[src/rtl/reset_sequencer_pkg.sv]
// Shared types, default counts and width helpers for the reset sequencer.
// No ports: imported by reset_sequencer and reset_req_arbiter.
package reset_sequencer_pkg;

  localparam int unsigned DEF_NUM_REQ   = 4;
  localparam int unsigned DEF_NUM_DOM   = 3;
  localparam int unsigned DEF_GRACE_CNT = 1023;
  localparam int unsigned DEF_HOLD_CNT  = 31;
  localparam int unsigned DEF_STAGE_GAP = 15;

  localparam int unsigned SRC_W   = 3;
  localparam int unsigned COUNT_W = 8;

  typedef enum logic [2:0] {
    ST_WAIT_LINK = 3'd0,
    ST_HOLD      = 3'd1,
    ST_RELEASE   = 3'd2,
    ST_RUN       = 3'd3,
    ST_GRACE     = 3'd4
  } state_t;

  // Counter must hold the largest terminal count of any timed state.
  function automatic int unsigned cnt_width(input int unsigned grace,
                                            input int unsigned hold,
                                            input int unsigned gap);
    int unsigned m;
    m = grace;
    if (hold > m) m = hold;
    if (gap > m) m = gap;
    return $clog2(m + 1);
  endfunction

  // Index width that stays at least one bit for single-entry vectors.
  function automatic int unsigned idx_width(input int unsigned n);
    return (n > 1) ? $clog2(n) : 1;
  endfunction

endpackage

[src/rtl/reset_req_arbiter.sv]
// Pending-request latch with fixed-priority (lowest index) grant and
// acknowledge generation for both direct grants and coalesced requests.
// Ports:
//   clock_i, reset_n_i : clock, async active-low reset
//   req_i              : raw request inputs, latched every cycle
//   grant_en           : arbitration allowed this cycle
//   coalesce_en        : clear and ack every pending request this cycle
//   grant_valid        : a requester is granted this cycle (combinational)
//   grant_idx          : index of the granted requester (combinational)
//   req_ack            : registered one-cycle acknowledge per requester
module reset_req_arbiter
  import reset_sequencer_pkg::*;
#(
  parameter int unsigned NUM_REQ = DEF_NUM_REQ
) (
  input  logic               clock_i,
  input  logic               reset_n_i,
  input  logic [NUM_REQ-1:0] req_i,
  input  logic               grant_en,
  input  logic               coalesce_en,
  output logic               grant_valid,
  output logic [SRC_W-1:0]   grant_idx,
  output logic [NUM_REQ-1:0] req_ack
);

  logic [NUM_REQ-1:0] pending;
  logic [NUM_REQ-1:0] onehot;
  logic [NUM_REQ-1:0] clr;

  // Lowest pending index; scanning downward lets the lowest hit win.
  always_comb begin
    grant_idx = '0;
    onehot    = '0;
    for (int i = int'(NUM_REQ) - 1; i >= 0; i--) begin
      if (pending[i]) begin
        grant_idx = SRC_W'(i);
        onehot    = '0;
        onehot[i] = 1'b1;
      end
    end
    grant_valid = grant_en & (|pending);
  end

  always_comb begin
    clr = '0;
    if (grant_valid) begin
      clr = onehot;
    end else if (coalesce_en) begin
      clr = pending;
    end
  end

  // A request arriving in the clearing cycle keeps its bit set.
  always_ff @(posedge clock_i or negedge reset_n_i) begin
    if (!reset_n_i) begin
      pending <= '0;
      req_ack <= '0;
    end else begin
      pending <= (pending & ~clr) | req_i;
      req_ack <= clr;
    end
  end

endmodule

[src/rtl/reset_sequencer.sv]
// Central reset controller: arbitrates reset requests, waits a grace window,
// holds all domain resets, then releases domains one at a time in index
// order. Loss of MMCM lock or GBT link forces a full re-sequence.
// Ports:
//   clock_i, reset_n_i : 40 MHz fabric clock, async active-low reset
//   mmcms_locked_i     : all MMCMs locked
//   gbt_link_ok_i      : GBT link ready/valid
//   req_i              : reset requests (pulse or level)
//   req_ack_o          : one-cycle ack per serviced or coalesced requester
//   domain_reset_o     : active-high reset per domain
//   busy_o             : high whenever not in RUN
//   last_src_o         : last granted requester index
//   reset_count_o      : granted sequences, saturating at 255
module reset_sequencer
  import reset_sequencer_pkg::*;
#(
  parameter int unsigned NUM_REQ   = DEF_NUM_REQ,
  parameter int unsigned NUM_DOM   = DEF_NUM_DOM,
  parameter int unsigned GRACE_CNT = DEF_GRACE_CNT,
  parameter int unsigned HOLD_CNT  = DEF_HOLD_CNT,
  parameter int unsigned STAGE_GAP = DEF_STAGE_GAP
) (
  input  logic               clock_i,
  input  logic               reset_n_i,
  input  logic               mmcms_locked_i,
  input  logic               gbt_link_ok_i,
  input  logic [NUM_REQ-1:0] req_i,
  output logic [NUM_REQ-1:0] req_ack_o,
  output logic [NUM_DOM-1:0] domain_reset_o,
  output logic               busy_o,
  output logic [SRC_W-1:0]   last_src_o,
  output logic [COUNT_W-1:0] reset_count_o
);

  localparam int unsigned CNT_W = cnt_width(GRACE_CNT, HOLD_CNT, STAGE_GAP);
  localparam int unsigned STG_W = idx_width(NUM_DOM);

  localparam logic [CNT_W-1:0] HOLD_LAST  = CNT_W'(HOLD_CNT - 1);
  localparam logic [CNT_W-1:0] GAP_LAST   = CNT_W'(STAGE_GAP - 1);
  localparam logic [CNT_W-1:0] GRACE_LAST = CNT_W'(GRACE_CNT - 1);
  localparam logic [STG_W-1:0] LAST_DOM   = STG_W'(NUM_DOM - 1);

  state_t             state, state_d;
  logic [CNT_W-1:0]   counter, counter_d;
  logic [STG_W-1:0]   stage, stage_d, stage_inc;
  logic               release_en;
  logic [STG_W-1:0]   release_idx;

  logic               link_ok;
  logic               grant_en;
  logic               coalesce_en;
  logic               grant_valid;
  logic [SRC_W-1:0]   grant_idx;

  logic [NUM_DOM-1:0] domain_reset_d;
  logic               busy_d;
  logic [SRC_W-1:0]   last_src_d;
  logic [COUNT_W-1:0] reset_count_d;

  assign link_ok     = mmcms_locked_i & gbt_link_ok_i;
  assign grant_en    = link_ok & (state == ST_RUN);
  assign coalesce_en = link_ok & (state == ST_GRACE) & (counter == GRACE_LAST);
  assign stage_inc   = stage + STG_W'(1);

  reset_req_arbiter #(
    .NUM_REQ (NUM_REQ)
  ) u_arb (
    .clock_i     (clock_i),
    .reset_n_i   (reset_n_i),
    .req_i       (req_i),
    .grant_en    (grant_en),
    .coalesce_en (coalesce_en),
    .grant_valid (grant_valid),
    .grant_idx   (grant_idx),
    .req_ack     (req_ack_o)
  );

  // State, counters and registered outputs.
  always_ff @(posedge clock_i or negedge reset_n_i) begin
    if (!reset_n_i) begin
      state          <= ST_WAIT_LINK;
      counter        <= '0;
      stage          <= '0;
      domain_reset_o <= '1;
      busy_o         <= 1'b1;
      last_src_o     <= '0;
      reset_count_o  <= '0;
    end else begin
      state          <= state_d;
      counter        <= counter_d;
      stage          <= stage_d;
      domain_reset_o <= domain_reset_d;
      busy_o         <= busy_d;
      last_src_o     <= last_src_d;
      reset_count_o  <= reset_count_d;
    end
  end

  // Next-state, counter and release-event decode; link loss overrides all.
  always_comb begin
    state_d     = state;
    counter_d   = counter;
    stage_d     = stage;
    release_en  = 1'b0;
    release_idx = '0;
    if (!link_ok) begin
      state_d   = ST_WAIT_LINK;
      counter_d = '0;
    end else begin
      case (state)
        ST_WAIT_LINK: begin
          state_d   = ST_HOLD;
          counter_d = '0;
        end
        ST_HOLD: begin
          if (counter == HOLD_LAST) begin
            release_en  = 1'b1;
            release_idx = '0;
            counter_d   = '0;
            stage_d     = '0;
            state_d     = (NUM_DOM == 1) ? ST_RUN : ST_RELEASE;
          end else begin
            counter_d = counter + CNT_W'(1);
          end
        end
        ST_RELEASE: begin
          if (counter == GAP_LAST) begin
            release_en  = 1'b1;
            release_idx = stage_inc;
            counter_d   = '0;
            stage_d     = stage_inc;
            if (stage_inc == LAST_DOM) state_d = ST_RUN;
          end else begin
            counter_d = counter + CNT_W'(1);
          end
        end
        ST_RUN: begin
          if (grant_valid) begin
            state_d   = ST_GRACE;
            counter_d = '0;
          end
        end
        ST_GRACE: begin
          if (counter == GRACE_LAST) begin
            state_d   = ST_HOLD;
            counter_d = '0;
          end else begin
            counter_d = counter + CNT_W'(1);
          end
        end
        default: begin
          state_d   = ST_WAIT_LINK;
          counter_d = '0;
        end
      endcase
    end
  end

  // Next values of the registered outputs.
  always_comb begin
    domain_reset_d = domain_reset_o;
    busy_d         = (state_d != ST_RUN);
    last_src_d     = last_src_o;
    reset_count_d  = reset_count_o;
    if (state_d == ST_WAIT_LINK || state_d == ST_HOLD) begin
      domain_reset_d = '1;
    end else if (release_en) begin
      for (int i = 0; i < int'(NUM_DOM); i++) begin
        if (release_idx == STG_W'(i)) domain_reset_d[i] = 1'b0;
      end
    end
    if (grant_valid) begin
      last_src_d = grant_idx;
      if (reset_count_o != '1) reset_count_d = reset_count_o + COUNT_W'(1);
    end
  end

endmodule

[config.mk]
export PLATFORM = sky130hd
export DESIGN_NAME = reset_sequencer
export DESIGN_NICKNAME = d
export VERILOG_FILES = /design/src/rtl/reset_sequencer_pkg.sv /design/src/rtl/reset_req_arbiter.sv /design/src/rtl/reset_sequencer.sv
export SDC_FILE = /design/constraint.sdc
export NUM_CORES = 1
export LEC_CHECK = 0
export ABC_AREA = 1
export CORE_ASPECT_RATIO = 0.5
export CORE_UTILIZATION = 30
export DETAILED_ROUTE_END_ITERATION = 8
export HOLD_SLACK_MARGIN = 0.12
export PLACE_DENSITY = 0.59
export SETUP_SLACK_MARGIN = 0.3
export SYNTH_ARGS = -nofsm -noshare
export SYNTH_HDL_FRONTEND = slang
export SYNTH_SLANG_ARGS = --single-unit
[constraint.sdc]
create_clock -name clock_i -period 2.9 [get_ports clock_i]
set_input_delay 0.29 -clock clock_i [delete_from_list [all_inputs] [get_ports clock_i]]
set_output_delay 0.29 -clock clock_i [all_outputs]
set_load 0.02 [all_outputs]
**Run 1: met1 routing**

(4 px per um) Cells faint in the background.
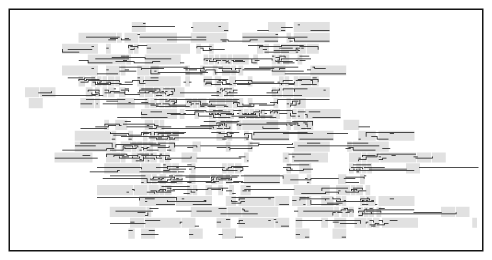
share of all routed wire: 51%
main direction: horizontal
longest straight run: 23.5 um
met1 usage in global routing: 16.6%
Post-Route WL: 4220 um
DR vias: 1689

**Run 1: met2 routing**

(6 px per um)
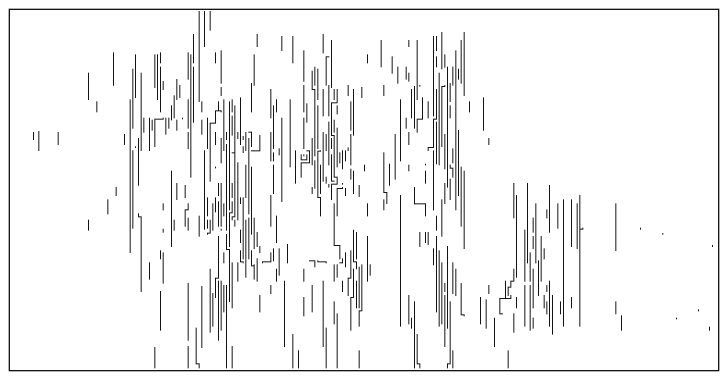
main direction: vertical
longest straight run: 26.5 um

**Run 1: met3 routing**

(3 px per um) Cells faint in the background.
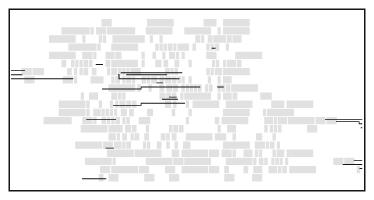
wire length on this layer: 206 um
main direction: horizontal
longest straight run: 20.5 um
share of all routed wire: 4.9%

**Run 1: pin map**

(6 px per um) Pins as bars across the die edge, other pins in gray.
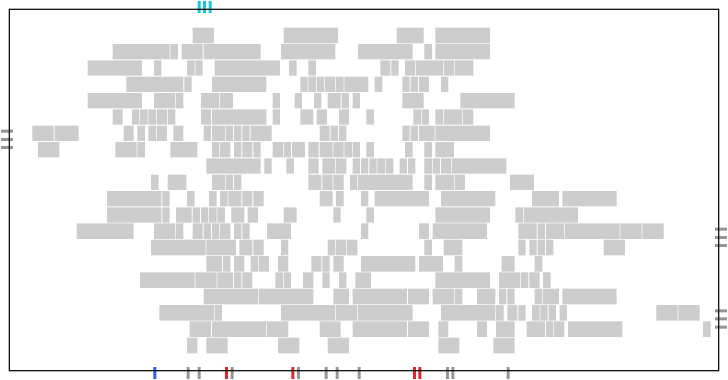
legend:
  req_ack_o:
    color: red
    pins: 4
    direction: output
    edge: bottom
  clock_i:
    color: blue
    pins: 1
    direction: input
    edge: bottom
  domain_reset_o:
    color: cyan
    pins: 3
    direction: output
    edge: top

==> GITHUB_STEP_SUMMARY, run 1 <==
### Metrics collected by this job

| Metric | Value |
|---|---|
| Mapped Cells | 252 |
| Die H | 60.0 um |
| Met1 Wirelength | 2140 um |
| GRT Residual Overflow | 0 |
| Combinational share of cell area | 38.2% |
| Status | completed |
| Die Wd | 118 um |
| CP max stage delay | 0.38 ns |
| Fin crit share | 60.2% |
| Most flops, register | counter |
| Setup crit end | counter[0] |
| Static leakage | 0.00117 uW |
| WP data arrival | 1.90 ns |
| Yosys warns | 0 |
| IO buf count | 25 |
| Fin. max-slew vios | 0 |
| Met2 routed WL | 1850 um |
| PostCTS Resize Cnt | 0 |
| Top pwr grp | the clock network |
| Largest register FFs | 10 |
| Worst R2R Setup Slack | 1.15 ns |
| Max Buffers Root-to-Sink | 2 |
| Reg2reg end | counter[0] |
| Number of global-route vias before repair | 1589 |
| PD cells | 482 nW/um^2 |
| Inverters | 28 |
| # Max-Cap Violations | 0 |
==> run 2: changes to the inputs <==
- clock period: 2.9 -> 1.7 ns (I/O delays scaled with it)
**Run 2: met1 routing**

(4 px per um) Cells faint in the background.
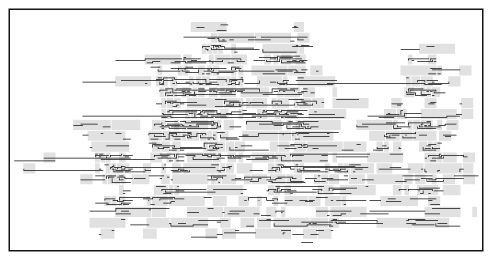
wire length on this layer: 2250 um
nets with wire on the layer: 274
main direction: horizontal
share of all routed wire: 46%
longest straight run: 24.4 um
DR vias: 1860
met1 usage in global routing: 18.4%
Post-Route WL: 4850 um

==> run 2 against run 1 <==
Final cell count up 4.3%. Largest cell class unchanged. Fmax increased by 13%. Sequential power increased by 71%. Critical endpoint is now counter[4]. Global-route usage is 2.1 points higher. Clock power is 41% higher. Synthesized cell count stayed put. First-iteration DRC count increased by 84%. Via count grew 10%. Final area grew 15%. Combinational power increased to 2.9 times the previous value. Non-clock buffer count grew 16.
==> GITHUB_STEP_SUMMARY, run 2 <==
### Metrics collected by this job

| Metric | Value |
|---|---|
| Top cells excl fill/tap | 55 x nand2_1, 28 x dfrtp_1, 20 x inv_1 (was 71 x nand2_1, 33 x dfrtp_1, 25 x inv_1) |
| Setup repair bufs after CTS | 13 (was 0) |
| Worst R2R Setup Slack | 0.16 ns (was 1.15 ns) |
| # Max-Cap Violations | 0 (unchanged) |
| Fin. max-slew vios | 0 (unchanged) |
| Die Wd | 118 um (unchanged) |
| Yosys warns | 0 (unchanged) |
| Fin crit share | 90.8% (was 60.2%) |
| Reg2reg end | counter[4] (was counter[0]) |
| IO buf count | 25 (unchanged) |
| WS Path Type | reg -> reg (unchanged) |
| Minimum clock period | 1.54 ns (was 1.75 ns) |
| PD cells | 678 nW/um^2 (was 482 nW/um^2) |
| Max Buffers Root-to-Sink | 2 (unchanged) |
| Met2 routed WL | 2300 um (was 1850 um) |
| Number of global-route vias before repair | 1836 (was 1589) |
| Status | completed (unchanged) |
| Synth Seq Share | 46.1% (unchanged) |
| Die H | 60.0 um (unchanged) |
| Top pwr grp | registers (was the clock network) |
| Cells taking the most area after synthesis | dfrtp_1 41%, nand2_1 13%, dfstp_2 5.2%, nand3_1 5.2%, inv_1 4.6% (unchanged) |
| Combinational share of cell area | 42.6% (was 38.2%) |
| GRT Residual Overflow | 0 (unchanged) |
| WP data arrival | 1.71 ns (was 1.90 ns) |
| 1st-iter DRT viols | 142 (was 77) |
| Setup ws final | 0.156 ns (was 1.15 ns) |
| Largest regs | counter x10, reset_count_o x8 (unchanged) |
| Main synth FF type | dfrtp_1 (unchanged) |
| Met1 Wirelength | 2250 um (was 2140 um) |
| Endpoints failing hold | 0 (unchanged) |
| Setup crit end | counter[4] (was counter[0]) |
| Most flops, register | counter (unchanged) |
| Levels on crit path | 9 (unchanged) |
| CP max stage delay | 0.41 ns (was 0.38 ns) |
| PostCTS Resize Cnt | 53 (was 0) |
| Static leakage | 0.00133 uW (was 0.00117 uW) |
| Crit path cell chain | inv_2 -> ha_4 -> nand3_4 -> nor2_4 -> nand2_2 -> nand2_2 -> nand3_4 -> nand2_8 -> a21oi_2 (was inv_1 -> ha_1 -> nand3_2 -> nor2_1 -> nand2_1 -> nand2_1 -> nand3_2 -> nand2_2 -> a21oi_1) |
| Post-synth mux share | 0% (unchanged) |
Power and IR drop assume default switching activity.
